File: config.mk
export PLATFORM = sky130hd
export DESIGN_NAME = uart_bus_responder
export DESIGN_NICKNAME = d
export VERILOG_FILES = /design/src/rtl/uart_bus_responder_pkg.sv /design/src/rtl/uart_bus_responder_rx_sampler.sv /design/src/rtl/uart_bus_responder.sv
export SDC_FILE = /design/constraint.sdc
export NUM_CORES = 1
export LEC_CHECK = 0
export CAP_MARGIN = 30
export CORE_MARGIN = 8
export CORE_UTILIZATION = 45
export DETAILED_ROUTE_END_ITERATION = 16
export PLACE_DENSITY = 0.72
export SKIP_CTS_REPAIR_TIMING = 1
export SLEW_MARGIN = 20
export SYNTH_ARGS = -nofsm -noshare
export SYNTH_HDL_FRONTEND = slang
export SYNTH_SLANG_ARGS = --single-unit
File: constraint.sdc
create_clock -name clk -period 5.8 [get_ports clk]
set_input_delay 0.87 -clock clk [delete_from_list [all_inputs] [get_ports clk]]
set_output_delay 0.87 -clock clk [all_outputs]
set_load 0.05 [all_outputs]
File: src/rtl/uart_bus_responder_pkg.sv
// uart_bus_responder_pkg
//   Shared constants and state encodings for the UART bus responder.
//   UartDiv   : default clocks per 1/16 bit period (11.0592 MHz / (16*115200)).
//   MemValue  : width of the shared memory/UART data bus.
//   Oversample: sub-bit ticks per serial bit.
package uart_bus_responder_pkg;

    localparam int unsigned UartDiv    = 6;
    localparam int unsigned MemValue   = 16;
    localparam int unsigned Oversample = 16;

    typedef enum logic [1:0] {
        TX_IDLE,
        TX_START,
        TX_DATA,
        TX_STOP
    } tx_state_t;

    typedef enum logic [1:0] {
        RX_IDLE,
        RX_START,
        RX_DATA,
        RX_STOP
    } rx_state_t;

endpackage

File: src/rtl/uart_bus_responder_rx_sampler.sv
// uart_rx_sampler
//   8N1 receiver: two-flop rxd synchronizer, 1/16-bit tick divider and RX FSM.
//   Ports:
//     clk, rst   : clock, asynchronous active-low reset
//     rxd        : asynchronous serial input (idle high)
//     rx_byte    : last correctly framed byte
//     rx_valid   : one-cycle pulse, rx_byte updated
//     frame_err  : one-cycle pulse, stop bit sampled low (byte discarded)
module uart_rx_sampler
    import uart_bus_responder_pkg::*;
#(
    parameter int unsigned DIV = UartDiv
) (
    input  logic       clk,
    input  logic       rst,
    input  logic       rxd,
    output logic [7:0] rx_byte,
    output logic       rx_valid,
    output logic       frame_err
);

    localparam logic [7:0] DivLast = 8'(DIV - 1);

    rx_state_t  state, state_nx;
    logic       rxd_meta, rxd_sync, rxd_prev;
    logic [7:0] div_cnt;
    logic [3:0] tick_cnt;
    logic [2:0] bit_idx;
    logic [7:0] shift;
    logic       tick, shift_en, commit, bad_stop;

    assign tick = (div_cnt == DivLast);

    always_comb begin
        state_nx = state;
        shift_en = 1'b0;
        commit   = 1'b0;
        bad_stop = 1'b0;
        case (state)
            RX_IDLE:  if (rxd_prev && !rxd_sync) state_nx = RX_START;
            // Half a bit into the start bit: a high line means a glitch.
            RX_START: if (tick && tick_cnt == 4'd7) state_nx = rxd_sync ? RX_IDLE : RX_DATA;
            RX_DATA: begin
                if (tick && tick_cnt == 4'd15) begin
                    shift_en = 1'b1;
                    if (bit_idx == 3'd7) state_nx = RX_STOP;
                end
            end
            RX_STOP: begin
                if (tick && tick_cnt == 4'd15) begin
                    state_nx = RX_IDLE;
                    commit   = rxd_sync;
                    bad_stop = !rxd_sync;
                end
            end
            default:  state_nx = RX_IDLE;
        endcase
    end

    always_ff @(posedge clk or negedge rst) begin
        if (!rst) begin
            state     <= RX_IDLE;
            rxd_meta  <= 1'b1;
            rxd_sync  <= 1'b1;
            rxd_prev  <= 1'b1;
            div_cnt   <= '0;
            tick_cnt  <= '0;
            bit_idx   <= '0;
            shift     <= '0;
            rx_byte   <= '0;
            rx_valid  <= 1'b0;
            frame_err <= 1'b0;
        end else begin
            state     <= state_nx;
            rxd_meta  <= rxd;
            rxd_sync  <= rxd_meta;
            rxd_prev  <= rxd_sync;
            rx_valid  <= commit;
            frame_err <= bad_stop;
            // Counters are held at zero while idle so a detected start bit
            // always begins counting from a clean phase.
            if (state == RX_IDLE) begin
                div_cnt  <= '0;
                tick_cnt <= '0;
                bit_idx  <= '0;
            end else begin
                div_cnt <= tick ? '0 : div_cnt + 8'd1;
                if (tick) begin
                    // Re-align to mid-bit after the half-bit start check;
                    // otherwise wrap naturally every 16 ticks.
                    tick_cnt <= (state == RX_START && tick_cnt == 4'd7) ? '0 : tick_cnt + 4'd1;
                end
            end
            if (shift_en) begin
                shift   <= {rxd_sync, shift[7:1]};
                bit_idx <= bit_idx + 3'd1;
            end
            if (commit) rx_byte <= shift;
        end
    end

endmodule

File: src/rtl/uart_bus_responder.sv
// uart_bus_responder
//   Device-side UART bridge model answering rdn/wrn strobes on the low byte
//   of the shared data bus; 8N1 transmit on txd, receive on rxd.
//   Ports:
//     clk, rst          : clock, asynchronous active-low reset
//     rdn, wrn          : read / write strobes, active low
//     bus_data_i        : bus as driven by the controller ([7:0] used)
//     bus_data_o        : {8'h00, rbr}; bus_data_oe = ~rdn
//     data_ready        : receive buffer holds an unread byte
//     tbre, tsre        : transmit holding / shift register empty
//     txd, rxd          : serial out / in (idle high)
//     rx_overrun        : sticky, byte received while data_ready=1
//     tx_overrun        : sticky, write while tbre=0
//     frame_err         : one-cycle pulse on a bad stop bit
module uart_bus_responder
    import uart_bus_responder_pkg::*;
#(
    parameter int unsigned DIV = UartDiv
) (
    input  logic                clk,
    input  logic                rst,
    input  logic                rdn,
    input  logic                wrn,
    input  logic [MemValue-1:0] bus_data_i,
    output logic [MemValue-1:0] bus_data_o,
    output logic                bus_data_oe,
    output logic                data_ready,
    output logic                tbre,
    output logic                tsre,
    output logic                txd,
    input  logic                rxd,
    output logic                rx_overrun,
    output logic                tx_overrun,
    output logic                frame_err
);

    localparam logic [11:0] BitLast = 12'(Oversample * DIV - 1);

    tx_state_t   tx_state, tx_nx;
    logic        rdn_prev, wrn_prev, wr_fall, rd_rise;
    logic [7:0]  thr, tsr, rbr, rx_byte;
    logic [11:0] baud_cnt;
    logic [2:0]  tx_bit;
    logic        bit_end, tx_load, tx_done, rx_valid;
    logic        unused_bus_hi;

    assign unused_bus_hi = ^bus_data_i[MemValue-1:8];
    assign wr_fall       = !wrn && wrn_prev;
    assign rd_rise       = rdn && !rdn_prev;
    assign bus_data_o    = {{(MemValue - 8){1'b0}}, rbr};
    assign bus_data_oe   = !rdn;
    assign bit_end       = (baud_cnt == BitLast);

    uart_rx_sampler #(.DIV(DIV)) u_rx (
        .clk       (clk),
        .rst       (rst),
        .rxd       (rxd),
        .rx_byte   (rx_byte),
        .rx_valid  (rx_valid),
        .frame_err (frame_err)
    );

    always_comb begin
        tx_nx   = tx_state;
        tx_load = 1'b0;
        tx_done = 1'b0;
        txd     = 1'b1;
        case (tx_state)
            TX_IDLE: begin
                if (!tbre) begin
                    tx_load = 1'b1;
                    tx_nx   = TX_START;
                end
            end
            TX_START: begin
                txd = 1'b0;
                if (bit_end) tx_nx = TX_DATA;
            end
            TX_DATA: begin
                txd = tsr[tx_bit];
                if (bit_end && tx_bit == 3'd7) tx_nx = TX_STOP;
            end
            TX_STOP: begin
                if (bit_end) begin
                    // A pending byte goes straight into the next start bit.
                    if (!tbre) begin
                        tx_load = 1'b1;
                        tx_nx   = TX_START;
                    end else begin
                        tx_done = 1'b1;
                        tx_nx   = TX_IDLE;
                    end
                end
            end
            default: tx_nx = TX_IDLE;
        endcase
    end

    always_ff @(posedge clk or negedge rst) begin
        if (!rst) begin
            tx_state <= TX_IDLE;
            baud_cnt <= '0;
            tx_bit   <= '0;
            tsr      <= '0;
            tsre     <= 1'b1;
        end else begin
            tx_state <= tx_nx;
            baud_cnt <= (tx_state == TX_IDLE || bit_end) ? '0 : baud_cnt + 12'd1;
            if (tx_state == TX_DATA && bit_end) tx_bit <= tx_bit + 3'd1;
            if (tx_load) begin
                tsr  <= thr;
                tsre <= 1'b0;
            end else if (tx_done) begin
                tsre <= 1'b1;
            end
        end
    end

    always_ff @(posedge clk or negedge rst) begin
        if (!rst) begin
            rdn_prev   <= 1'b1;
            wrn_prev   <= 1'b1;
            thr        <= '0;
            tbre       <= 1'b1;
            tx_overrun <= 1'b0;
            rbr        <= '0;
            data_ready <= 1'b0;
            rx_overrun <= 1'b0;
        end else begin
            rdn_prev <= rdn;
            wrn_prev <= wrn;
            // Write acceptance needs tbre=1 while a TX load needs tbre=0,
            // so the two tbre updates can never collide.
            if (wr_fall) begin
                if (tbre) begin
                    thr  <= bus_data_i[7:0];
                    tbre <= 1'b0;
                end else begin
                    tx_overrun <= 1'b1;
                end
            end
            if (tx_load) tbre <= 1'b1;
            // A freshly committed byte wins over a concurrent read-clear.
            if (rx_valid) begin
                rbr        <= rx_byte;
                data_ready <= 1'b1;
                if (data_ready) rx_overrun <= 1'b1;
            end else if (rd_rise) begin
                data_ready <= 1'b0;
            end
        end
    end

endmodule

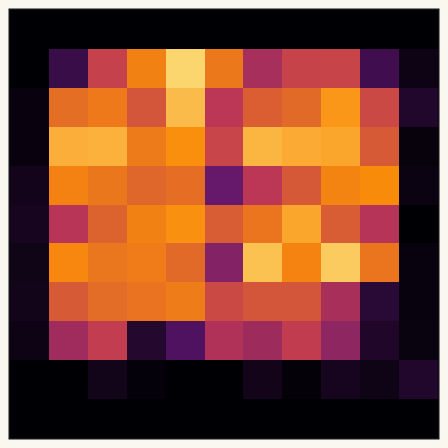
Fig. 1. Cell area per tile (run 1).
11 x 11 tiles, from black (low) to pale yellow (high), 0 to 100% covered.
nearly empty tiles: 25%
mean over tiles: 36%
densest ninth of the die: centre
emptiest ninth of the die: south-east

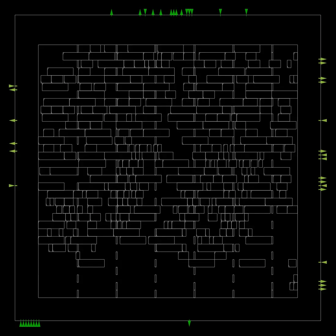
Fig. 2. Cell placement (run 1).
fraction of the core area covered by cells at the end of the flow: 53.3%
final instance count without filler cells: 448

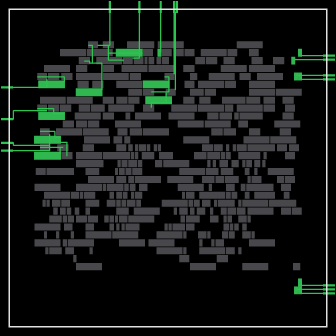
Fig. 3. I/O nets highlighted (run 1).
[green] bus_data_o | bits: 16 | direction: output | edge: 7 east, 5 north, 4 west | end cells: 16 | buffers: 8 | wire: 342 microns
io pins: 45
IO Port Bufs: 28

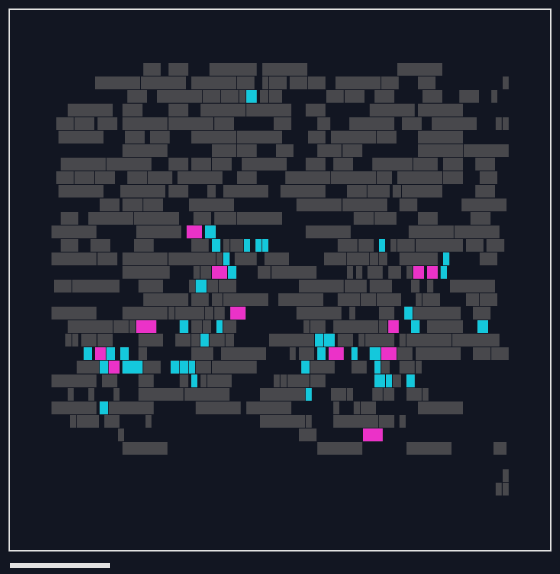
Fig. 4. Gate-type map (run 1).
Bar = 20 microns.
[cyan] nand cells | cells: 39 | most used: nand3_1
[magenta] and/or cells | cells: 12 | most used: and4_1

==> report_table.html, run 1 <==
<h2>Implementation results</h2>
<table>
<tr><th>Metric</th><th>Value</th></tr>
<tr><th colspan="2">Power and ir drop</th></tr>
<tr><td>Leakage power</td><td>0.00200 uW</td></tr>
<tr><td>Heaviest power group</td><td>sequential cells</td></tr>
<tr><td>Total power density per cell area</td><td>372 mW/mm^2</td></tr>
<tr><th colspan="2">Route</th></tr>
<tr><td>Post-detailed-route wirelength per cell</td><td>14.0 microns</td></tr>
<tr><td>Top routing layer used</td><td>met4</td></tr>
<tr><td>Via total after detailed routing</td><td>2312</td></tr>
<tr><td>Ratio of routed vias to standard cells</td><td>5.16</td></tr>
<tr><td>Length of routed met2 wiring</td><td>2.93 mm</td></tr>
<tr><th colspan="2">Worst setup path</th></tr>
<tr><td>Crit path arrival time</td><td>2.27 ns</td></tr>
<tr><td>Launch instance of the worst register-to-register path</td><td>u_rx.div_cnt[1]</td></tr>
<tr><td>Crit Path Category</td><td>reg -&gt; out</td></tr>
<tr><td>R2R setup slack</td><td>3.51 ns</td></tr>
<tr><td>CP top delay family</td><td>multiplexers</td></tr>
<tr><th colspan="2">STA</th></tr>
<tr><td>Min Clock Period, post-route</td><td>3.14 ns</td></tr>
<tr><td>Period Utilization, post-route</td><td>54.1%</td></tr>
<tr><td>Sum of negative setup slack</td><td>0 ns</td></tr>
<tr><td>Slew at the pin closest to its max-slew limit</td><td>0.584 ns</td></tr>
<tr><th colspan="2">Final layout</th></tr>
<tr><td>Area growth from synthesis to layout</td><td>14.3%</td></tr>
<tr><td>Number of non-clock inverters</td><td>10</td></tr>
<tr><td>Filler cell count in the final layout</td><td>690</td></tr>
<tr><td>Fraction of layout cells with a size suffix above 1</td><td>23.6%</td></tr>
<tr><td>Number of non-clock buffers in the layout</td><td>29</td></tr>
<tr><td>Number of clock buffers in the layout</td><td>10</td></tr>
<tr><td>Register Area</td><td>0.00216 sq mm</td></tr>
<tr><td>Post-route cell area</td><td>0.00440 sq mm</td></tr>
<tr><td>Count of nets after finishing</td><td>372</td></tr>
<tr><th colspan="2">Floorplanning</th></tr>
<tr><td>Tapcell Cnt</td><td>105</td></tr>
<tr><td>Starting utilization of the core area</td><td>46.6%</td></tr>
<tr><td>Area of the core</td><td>0.00826 sq mm</td></tr>
<tr><th colspan="2">Run</th></tr>
<tr><td>Number of warnings in the stage logs</td><td>39</td></tr>
<tr><td>Count of max-cap constraint violations</td><td>0</td></tr>
<tr><th colspan="2">Yosys</th></tr>
<tr><td>Register share after synthesis</td><td>56.1%</td></tr>
<tr><td>Synth cell count leaders</td><td>sky130_fd_sc_hd__dfrtp_1 (79), sky130_fd_sc_hd__mux2_2 (43), sky130_fd_sc_hd__nor2_1 (26), sky130_fd_sc_hd__nand3_1 (17), sky130_fd_sc_hd__nand2_1 (14)</td></tr>
<tr><td>Main synth FF type</td><td>sky130_fd_sc_hd__dfrtp_1</td></tr>
<tr><td>Basic Gates by Area</td><td>12.4%</td></tr>
<tr><td>Syn_area_per_cell</td><td>12.6 sq um</td></tr>
<tr><th colspan="2">Min path</th></tr>
<tr><td>Destination of the worst hold path</td><td>u_rx.rxd_sync</td></tr>
<tr><th colspan="2">CTS</th></tr>
<tr><td>Source-to-sink clock delay at the later pin of the worst-skew pair</td><td>0.35 ns</td></tr>
<tr><td>Clk pin slew, worst setup/hold paths</td><td>0.09 ns</td></tr>
<tr><td>CTS tree</td><td>built</td></tr>
<tr><th colspan="2">Run status</th></tr>
<tr><td>Result of the run</td><td>completed</td></tr>
<tr><th colspan="2">Place</th></tr>
<tr><td>Half-perimeter wire length after placement</td><td>4.34 mm</td></tr>
<tr><th colspan="2">Global route</th></tr>
<tr><td>Largest net degree at the start of global routing</td><td>48</td></tr>
<tr><td>Global routing usage on met2</td><td>18.0%</td></tr>
</table>
[run 1: layout by cell type (no fill, tap or decap), drive strengths merged, types with 2 or more instances in the layout]
| cell type | n |
|---|---|
| a211o | 2 |
| a21oi | 2 |
| a31oi | 6 |
| and3 | 2 |
| and4 | 4 |
| buf | 2 |
| clkbuf | 10 |
| clkdlybuf4s50 | 27 |
| clkinv | 3 |
| conb | 8 |
| dfrtp | 79 |
| dfstp | 7 |
| ha | 13 |
| inv | 12 |
| mux2 | 43 |
| mux2i | 4 |
| mux4 | 2 |
| nand2 | 15 |
| nand2b | 3 |
| nand3 | 17 |
| nand4 | 3 |
| nor2 | 26 |
| nor3 | 9 |
| nor4 | 2 |
| o211ai | 2 |
| o21ai | 4 |
| or2 | 2 |
| xnor2 | 8 |
| xor2 | 11 |
[run 1: worst max-delay path by stage]
| stage | endpoint | start | slack, ns |
|---|---|---|---|
| after CTS | txd | tx_bit[0] | 2.61 |
| after global routing | txd | tx_bit[0] | 2.53 |
| after global placement | bus_data_oe | rdn | 2.77 |
| final | txd | tx_bit[0] | 2.66 |
| after detailed placement | bus_data_oe | rdn | 2.76 |
| after floorplan | txd | tx_bit[0] | 3.30 |
[run 1: flip-flops by register name, indices dropped and copies added (netlist names), 4 cells and up, named ones only]
| register | count |
|---|---|
| baud_cnt | 12 |
| rbr | 8 |
| thr | 8 |
| tsr | 8 |
| u_rx.div_cnt | 8 |
| u_rx.rx_byte | 8 |
| u_rx.shift | 8 |
| u_rx.tick_cnt | 4 |
[run 1: per-stage QoR]
step	setup slack, ns	hold slack, ns	total power [uW]
after floorplan	3.30	0.345	1150
after CTS	2.61	0.363	1660
after global placement	2.77	0.346	1250
final	2.66	0.362	1640
after global routing	2.53	0.369	1740
after detailed placement	2.76	0.349	1270
Fig. 5: run 1, signal wires on met3
Bar = 20 microns.
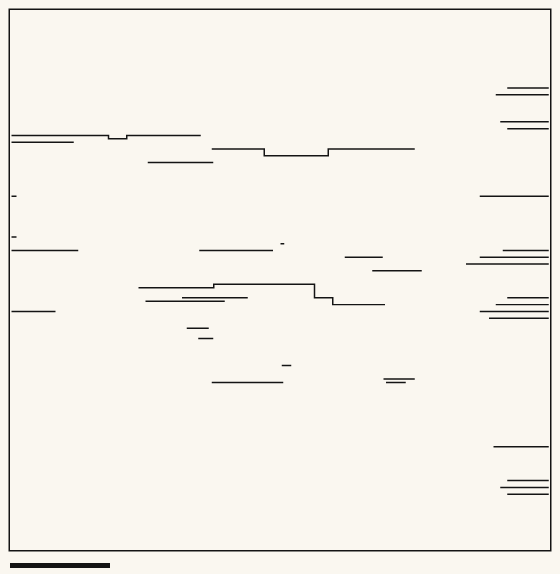

==> run 1 -> run 2 <==
==> constraint.sdc (replaced) <==
create_clock -name clk -period 3.26 [get_ports clk]
set_input_delay 0.489 -clock clk [delete_from_list [all_inputs] [get_ports clk]]
set_output_delay 0.489 -clock clk [all_outputs]
set_load 0.05 [all_outputs]
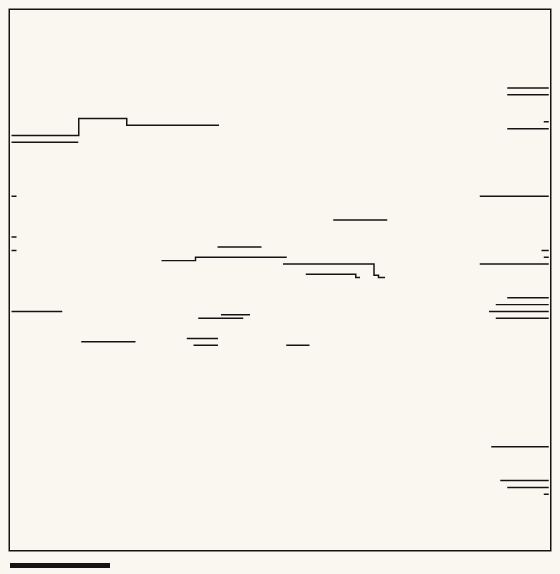
Fig. 6. Signal wires on met3 (run 2).
Bar = 20 microns.
longest straight run: 18.4 microns
main direction: horizontal
share of all routed wire: 5.0%
via total after detailed routing: 2331
met3 track utilization from global routing: 3.63%
detailed-route wire length: 6.23 mm

==> run 2 against run 1 <==
  * Sequential share of layout area shrank 0.17 points
  * Non-clock buffer count unchanged
  * Synthesized cell count unchanged
  * Area after synthesis is the same
  * Global-route usage rose by 0.072 points
  * Combinational power up 79%
  * First-iteration DRC count increased by 20%
  * Via count rose by 0.82%
  * Largest power group unchanged
==> report_table.html, run 2 <==
<h2>Implementation results</h2>
<table>
<tr><th>Metric</th><th>Value</th></tr>
<tr><th colspan="2">Final layout</th></tr>
<tr><td>Count of nets after finishing</td><td>372 (unchanged)</td></tr>
<tr><td>Filler cell count in the final layout</td><td>690 (unchanged)</td></tr>
<tr><td>Top library cells by usage in the layout, fill and taps aside</td><td>sky130_fd_sc_hd__dfrtp_1 (79), sky130_fd_sc_hd__mux2_2 (43), sky130_fd_sc_hd__clkdlybuf4s50_1 (27)</td></tr>
<tr><td>Max FFs per register</td><td>12 (unchanged)</td></tr>
<tr><td>Fraction of the core area covered by cells at the end of the flow</td><td>53.5% (+0.18 points)</td></tr>
<tr><td>Final instance count without filler cells</td><td>448 (unchanged)</td></tr>
<tr><td>Fraction of layout cells with a size suffix above 1</td><td>23.6% (unchanged)</td></tr>
<tr><th colspan="2">Floorplanning</th></tr>
<tr><td>Total die area</td><td>0.0118 sq mm</td></tr>
<tr><td>Area of the core</td><td>0.00826 sq mm (unchanged)</td></tr>
<tr><td>Io pins</td><td>45 (unchanged)</td></tr>
<tr><th colspan="2">Place</th></tr>
<tr><td>Post-placement worst setup slack</td><td>0.855 ns (-1.90 ns)</td></tr>
<tr><td>IO Port Bufs</td><td>28 (unchanged)</td></tr>
<tr><td>Final estimated routing congestion in global placement</td><td>0.780</td></tr>
<tr><td>Half-perimeter wire length after placement</td><td>4.38 mm (+0.74%)</td></tr>
<tr><th colspan="2">CTS</th></tr>
<tr><td>Clk pin slew, worst setup/hold paths</td><td>0.09 ns (about the same)</td></tr>
<tr><td>Source-to-sink clock delay at the later pin of the worst-skew pair</td><td>0.34 ns (about the same)</td></tr>
<tr><td>CTS tree</td><td>built</td></tr>
<tr><th colspan="2">Route</th></tr>
<tr><td>Iteration-0 DRC count of the detailed router</td><td>100</td></tr>
<tr><td>Ratio of routed vias to standard cells</td><td>5.20 (+0.82%)</td></tr>
<tr><td>Post-detailed-route wirelength per cell</td><td>13.9 microns (-0.81%)</td></tr>
<tr><th colspan="2">Worst setup path</th></tr>
<tr><td>Crit path arrival time</td><td>2.25 ns (-0.02 ns)</td></tr>
<tr><td>CP top delay family</td><td>multiplexers</td></tr>
<tr><td>Crit Path Category</td><td>reg -&gt; out</td></tr>
<tr><th colspan="2">STA</th></tr>
<tr><td>Worst hold slack</td><td>0.128 ns (-0.233 ns)</td></tr>
<tr><td>Slew at the pin closest to its max-slew limit</td><td>0.558 ns (-0.0265 ns)</td></tr>
<tr><td>Sum of negative setup slack</td><td>0 ns (unchanged)</td></tr>
<tr><td>Smallest setup slack after layout</td><td>0.517 ns (-2.15 ns)</td></tr>
<tr><td>Period Utilization, post-route</td><td>84.1%</td></tr>
<tr><th colspan="2">Yosys</th></tr>
<tr><td>Synth cell count leaders</td><td>sky130_fd_sc_hd__dfrtp_1 (79), sky130_fd_sc_hd__mux2_2 (43), sky130_fd_sc_hd__nor2_1 (26), sky130_fd_sc_hd__nand3_1 (17), sky130_fd_sc_hd__nand2_1 (14)</td></tr>
<tr><td>Main synth FF type</td><td>sky130_fd_sc_hd__dfrtp_1</td></tr>
<tr><td>Syn_area_per_cell</td><td>12.6 sq um (unchanged)</td></tr>
<tr><td>Register share after synthesis</td><td>56.1% (unchanged)</td></tr>
<tr><th colspan="2">Run</th></tr>
<tr><td>Number of warnings in the stage logs</td><td>39 (unchanged)</td></tr>
<tr><td>Count of max-cap constraint violations</td><td>0 (unchanged)</td></tr>
<tr><th colspan="2">Power and ir drop</th></tr>
<tr><td>Total power after layout</td><td>2970 uW (+81%)</td></tr>
<tr><td>Total power density per cell area</td><td>672 mW/mm^2 (+80%)</td></tr>
<tr><td>Leakage power</td><td>0.00201 uW (+0.15%)</td></tr>
<tr><th colspan="2">Global route</th></tr>
<tr><td>Largest net degree at the start of global routing</td><td>45 (-6.3%)</td></tr>
<tr><td>Global route total overflow</td><td>0</td></tr>
<tr><th colspan="2">Run status</th></tr>
<tr><td>Result of the run</td><td>completed</td></tr>
</table>
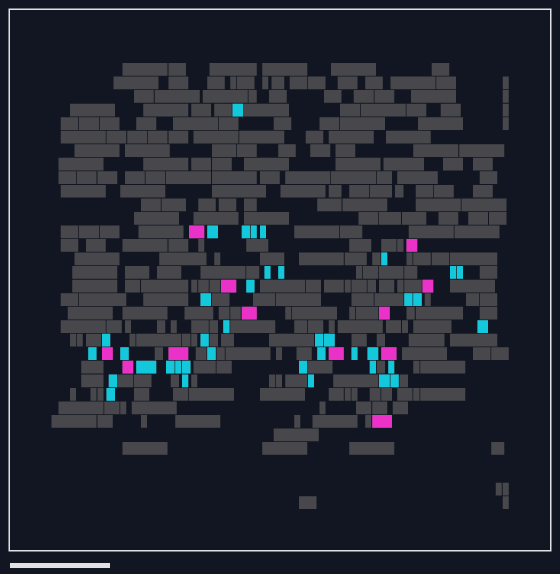
Fig. 7. Gate-type map (run 2).
Bar = 20 microns.
[magenta] and/or cells | cells: 12 | most used: and4_1
[cyan] nand cells | cells: 39 | most used: nand3_1
logic share of the area: 36.0%
most common logic cell in the routed design: sky130_fd_sc_hd__dfrtp_1

==> run 2: final cells by class <==
| class | instances | area [sq um] | area share (%) |
|---|---|---|---|
| clock buffer | 9 | 124 | 2.81 |
| clock inverter | 7 | 72.6 | 1.64 |
| inverter | 10 | 37.5 | 0.850 |
| multi-input combinational | 202 | 1590 | 36.0 |
| sequential | 86 | 2160 | 49.0 |
| tap | 105 | 131 | 2.98 |
| timing repair buffer | 29 | 298 | 6.75 |
==> run 2: kinds of logic (layout without fill, tap and decap cells) <==
kind of cell | Yosys count | after routing | synth area share [%]
and+or+nand+nor | 89 | 89 | 12.4
DFF | 86 | 86 | 56.1
muxes | 49 | 49 | 14.8
AOI/OAI and AO/OA | 24 | 24 | 4.78
buffers and inverters | 24 | 55 | 3.25
xor gates and xnor gates | 19 | 19 | 4.32
adders and majority gates | 13 | 13 | 4.22
other | 1 | 8 | 0.0974
==> run 2: worst paths after layout <==
| path | from | endpoint | slack (ns) |
|---|---|---|---|
| min in group clk | u_rx.rxd_meta | u_rx.rxd_sync | 0.36 |
| worst max-delay path | tx_bit[0] | txd | 0.52 |
| worst min register to register | u_rx.rxd_meta | u_rx.rxd_sync | 0.36 |
| worst max register to register | u_rx.div_cnt[1] | u_rx.rx_byte[6] | 0.97 |
| worst min-delay path | rst | baud_cnt[7] | 0.13 |
| max in group asynchronous | rst | u_rx.rxd_sync | 2.44 |
==> run 2: metal layers <==
layer / vias to the layer above / track usage, % / wire length (microns)
met5: - / 0 / 0
met1: 1156 / 14.3 / 2860
met3: 6 / 3.63 / 313
met4: 0 / 3.32 / 49
li1: 1125 / - / -
met2: 44 / 18.7 / 3010
No activity file was given, so power comes from the tool's default toggle rates.
